File: config.mk
export PLATFORM = sky130hd
export DESIGN_NAME = seg7_scan_ctrl
export DESIGN_NICKNAME = d
export VERILOG_FILES = /design/src/rtl/seg7_scan_ctrl.sv
export SDC_FILE = /design/constraint.sdc
export NUM_CORES = 1
export LEC_CHECK = 0
export CORE_UTILIZATION = 49
export CTS_CLUSTER_DIAMETER = 80
export CTS_CLUSTER_SIZE = 12
export DETAILED_ROUTE_END_ITERATION = 8
export MAX_ROUTING_LAYER = met4
export PLACE_DENSITY = 0.73
export SYNTH_ARGS = -nofsm -noshare
export SYNTH_HDL_FRONTEND = slang
export SYNTH_SLANG_ARGS = --single-unit
export TNS_END_PERCENT = 100
File: constraint.sdc
create_clock -name clk -period 2.9 [get_ports clk]
set_input_delay 0.58 -clock clk [delete_from_list [all_inputs] [get_ports clk]]
set_output_delay 0.58 -clock clk [all_outputs]
set_load 0.05 [all_outputs]
File: src/rtl/seg7_scan_ctrl.sv
// Scan controller for a six-digit 7-segment decoder: double-buffered digit
// registers, frame-synchronous commits and an all-digit lamp-test sequence.
module seg7_scan_ctrl #(
  parameter  int DWELL = 50000,
  localparam int CNT_W = (DWELL > 1) ? $clog2(DWELL) : 1
) (
  input  logic       clk,
  input  logic       rst,
  input  logic       en,
  input  logic       lamp_req,
  input  logic       wr_en,
  input  logic [2:0] wr_addr,
  input  logic [2:0] wr_data,
  input  logic       commit,
  output logic [2:0] data1,
  output logic [2:0] data2,
  output logic       disp_en,
  output logic       frame_tick,
  output logic       commit_pend,
  output logic       lamp_done
);

  localparam logic [1:0] IDLE = 2'd0;
  localparam logic [1:0] SCAN = 2'd1;
  localparam logic [1:0] LAMP = 2'd2;

  logic [1:0]       state;
  logic [CNT_W-1:0] cnt;
  logic [2:0]       idx;
  logic             lamp_pend;
  logic [2:0]       shadow [6];
  logic [2:0]       active [6];

  logic       bnd;
  logic       copy_slot;
  logic       do_copy;
  logic [2:0] idx_nxt;
  logic [2:0] first_val;

  // Copies happen in IDLE or on the edge that wraps the scan back to digit 1.
  always_comb begin
    bnd       = (cnt == CNT_W'(DWELL - 1));
    copy_slot = (state == IDLE) || ((state == SCAN) && bnd && (idx == 3'd5));
    do_copy   = copy_slot && (commit_pend || commit);
    idx_nxt   = idx + 3'd1;
    first_val = do_copy ? shadow[0] : active[0];
  end

  always_ff @(posedge clk or posedge rst) begin
    if (rst) begin
      state       <= IDLE;
      cnt         <= '0;
      idx         <= 3'd0;
      lamp_pend   <= 1'b0;
      data1       <= 3'd0;
      data2       <= 3'd0;
      disp_en     <= 1'b0;
      frame_tick  <= 1'b0;
      commit_pend <= 1'b0;
      lamp_done   <= 1'b0;
      for (int i = 0; i < 6; i++) begin
        shadow[i] <= 3'd0;
        active[i] <= 3'd0;
      end
    end else begin
      frame_tick  <= 1'b0;
      lamp_done   <= 1'b0;
      commit_pend <= copy_slot ? 1'b0 : (commit_pend | commit);
      if (wr_en && (wr_addr < 3'd6))
        shadow[wr_addr] <= wr_data;
      if (do_copy)
        for (int i = 0; i < 6; i++) active[i] <= shadow[i];

      case (state)
        IDLE: begin
          cnt <= '0;
          idx <= 3'd0;
          if (lamp_req || lamp_pend) begin
            state     <= LAMP;
            lamp_pend <= 1'b1;
            data1     <= 3'd0;
            data2     <= 3'd0;
            disp_en   <= 1'b1;
          end else if (en) begin
            state   <= SCAN;
            data1   <= first_val;
            data2   <= 3'd1;
            disp_en <= 1'b1;
          end else begin
            data1   <= 3'd0;
            data2   <= 3'd0;
            disp_en <= 1'b0;
          end
        end

        SCAN: begin
          if (lamp_req)
            lamp_pend <= 1'b1;
          if (!bnd) begin
            cnt <= cnt + CNT_W'(1);
          end else begin
            cnt <= '0;
            if (!en) begin
              state   <= IDLE;
              idx     <= 3'd0;
              data1   <= 3'd0;
              data2   <= 3'd0;
              disp_en <= 1'b0;
            end else if (idx == 3'd5) begin
              // Frame wrap: the tick fires even when handing over to lamp test.
              frame_tick <= 1'b1;
              idx        <= 3'd0;
              if (lamp_pend || lamp_req) begin
                state <= LAMP;
                data1 <= 3'd0;
                data2 <= 3'd0;
              end else begin
                data1 <= first_val;
                data2 <= 3'd1;
              end
            end else begin
              idx   <= idx_nxt;
              data1 <= active[idx_nxt];
              data2 <= idx_nxt + 3'd1;
            end
          end
        end

        LAMP: begin
          if (!bnd) begin
            cnt <= cnt + CNT_W'(1);
          end else begin
            cnt <= '0;
            if (idx == 3'd7) begin
              lamp_done <= 1'b1;
              lamp_pend <= 1'b0;
              idx       <= 3'd0;
              if (en) begin
                state <= SCAN;
                data1 <= active[0];
                data2 <= 3'd1;
              end else begin
                state   <= IDLE;
                data1   <= 3'd0;
                data2   <= 3'd0;
                disp_en <= 1'b0;
              end
            end else begin
              idx   <= idx_nxt;
              data1 <= idx_nxt;
            end
          end
        end

        default: begin
          state   <= IDLE;
          cnt     <= '0;
          idx     <= 3'd0;
          data1   <= 3'd0;
          data2   <= 3'd0;
          disp_en <= 1'b0;
        end
      endcase
    end
  end

endmodule

**Gate families picked out**

Scale: 6 px per um.
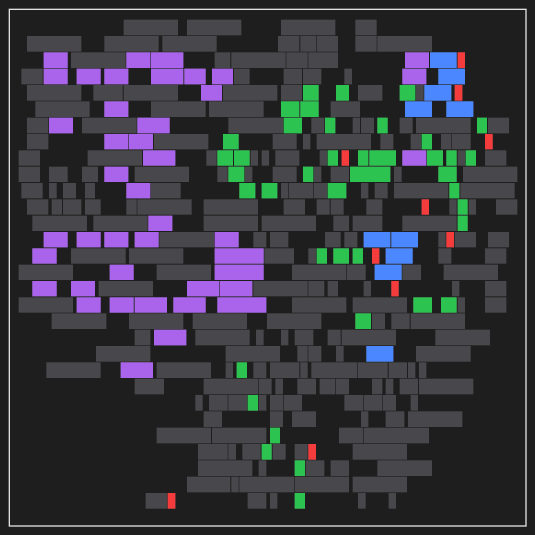
Key: inv cells = red [cells 10]; aoi and oai cells = green [cells 41]; mux cells = purple [cells 42]; fa/ha/maj cells = blue [cells 10]

**Routing congestion**

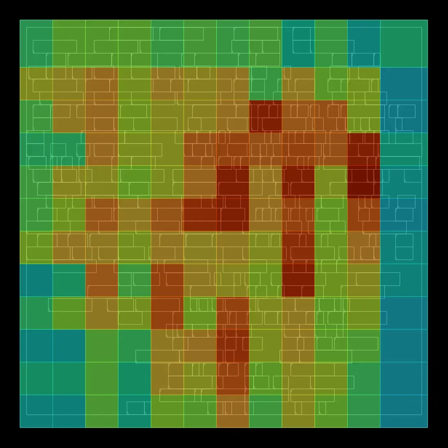
met3 Use GR: 4.43%
busiest metal layer after global routing: met2
final core occ: 58.4%
grt met2 use: 30.4%
GRT Util Overall: 21.3%

**A small window of the routed layout**

Region (23, 40) to (63, 80) um. Cells in gray, sequential cells in the stronger gray; small squares are vias.
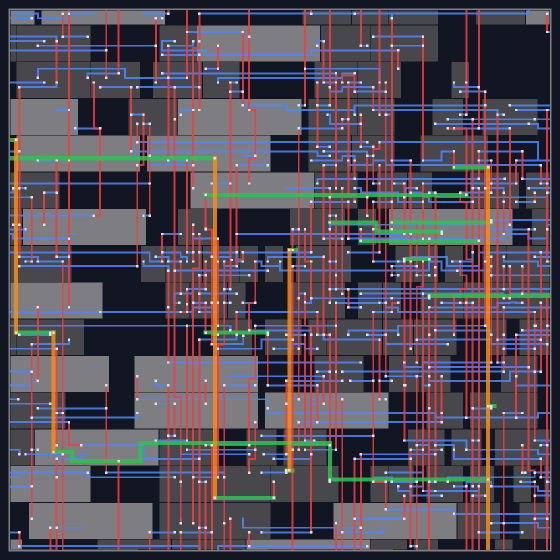
Key: M4 = orange; M3 = green; M1 = blue; M2 = red
98 logic cells have their middle in the window. Most frequent: dfrtp_1 (17), o21ai_0 (6), nand2_1 (6). Sequential cells in the window: 17. Netlist names of flops here include active (11), data1 (2), shadow (2).

==> run notes <==
run results: Reg2Reg Setup Slack 320 ps, M1 wire length 3.27 mm, CP startpoint kind register, RSZ-0062 raised after global routing false, tap cell count 96, grt met1 use 28.9%, clock-pin slew on the worst setup and hold paths 70 ps, Clk pwr share 40.6%, delay of the slowest critical-path stage 560 ps, Skew-Pair Late Insertion Delay 350 ps, io pins 22, CP cell instances or4b_4, nor4_4, a21oi_2, nor2_4, mux2_2, AND/OR/NAND/NOR Cells, Area Fraction 15.3%, fmax 388 MHz, top routing layer in use met4, CTS tree built, total power 0.00194 W, dominant class by area sequential cells, post-route cell area 0.00397 mm2, Max Slew Vio Count 0, WHS Endpoint cnt[0], most common cell in the netlist dfrtp_1, maximum VDD drop 434 uV, Main power group sequential cells, # resized after CTS 0, post-synthesis mux area share 15.7%, # Cells Yosys 290, Commonest Layout Cell dfrtp_1, Layout clock buffers 9, Largest delay share family, worst path simple AND/OR/NAND/NOR gates, syn nets 312, Post-route DRC 0, Root Buffer clkbuf_8, MI comb cells 205, outcome completed, Post-synth top cells 68 x dfrtp_1, 25 x mux2_2, 21 x nand2_1, crit end category register, buffering overhead 6.18%, initial antenna violation count 0, ANT cells 0, vias per cell 5.55, logic area 0.00166 mm2, hold slack 473 ps, pre-placement core utilization 50.7%, Core Box Area 0.00679 mm2, 1st-iter DRT viols 122, synth unique cells 53, sequential share of cell area 42.9%, Via Count 2326, number of enable flip-flop cells 0, Slew @ Worst Pin 740 ps, Critical path buffers and inverters 0, number of non-clock buffers 24, Critical R2R Launch cnt[11], Die Width 85.9 um, end of the critical path active[11], fin crit share 88.8%, dpl cell area 0.00377 mm2, Non-clk invs 10, WHS Path Cells 1, Filler cells 578, skew final 10.8 ps, fin crit period 2580 ps, Syn Area/Cell 11.9 um2, area taken by flip-flops and latches 0.00170 mm2, Slowest-stage cell, CP or4b_4, Post-Route Setup TNS 0 ps, sequential share of power 53.8%, CP Max Fanout 15, Layout clock area frac 5.04%, cell count after synthesis 290, vias in the first global route 2321
**Sequential cells grouped by signal name**

Scale: 6 px per um. Other sequential cells in the stronger gray, the rest of the logic in the fainter gray.
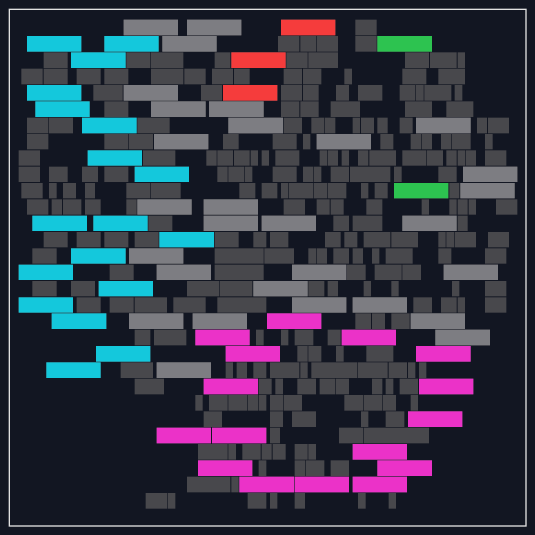
Key: state = green [sequential cells 2]; shadow = cyan [sequential cells 18]; cnt = magenta [sequential cells 16]; data1 = red [sequential cells 3]

**M2 wires**

Scale: 3 px per um.
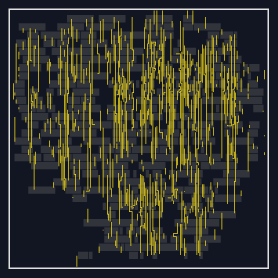
290 nets have wire on it. The longest straight run is 34.7 um. The wires run mostly vertical. The layer carries 3080 um of wire.

Power figures rest on the tool's default switching activity, not on a simulated workload.
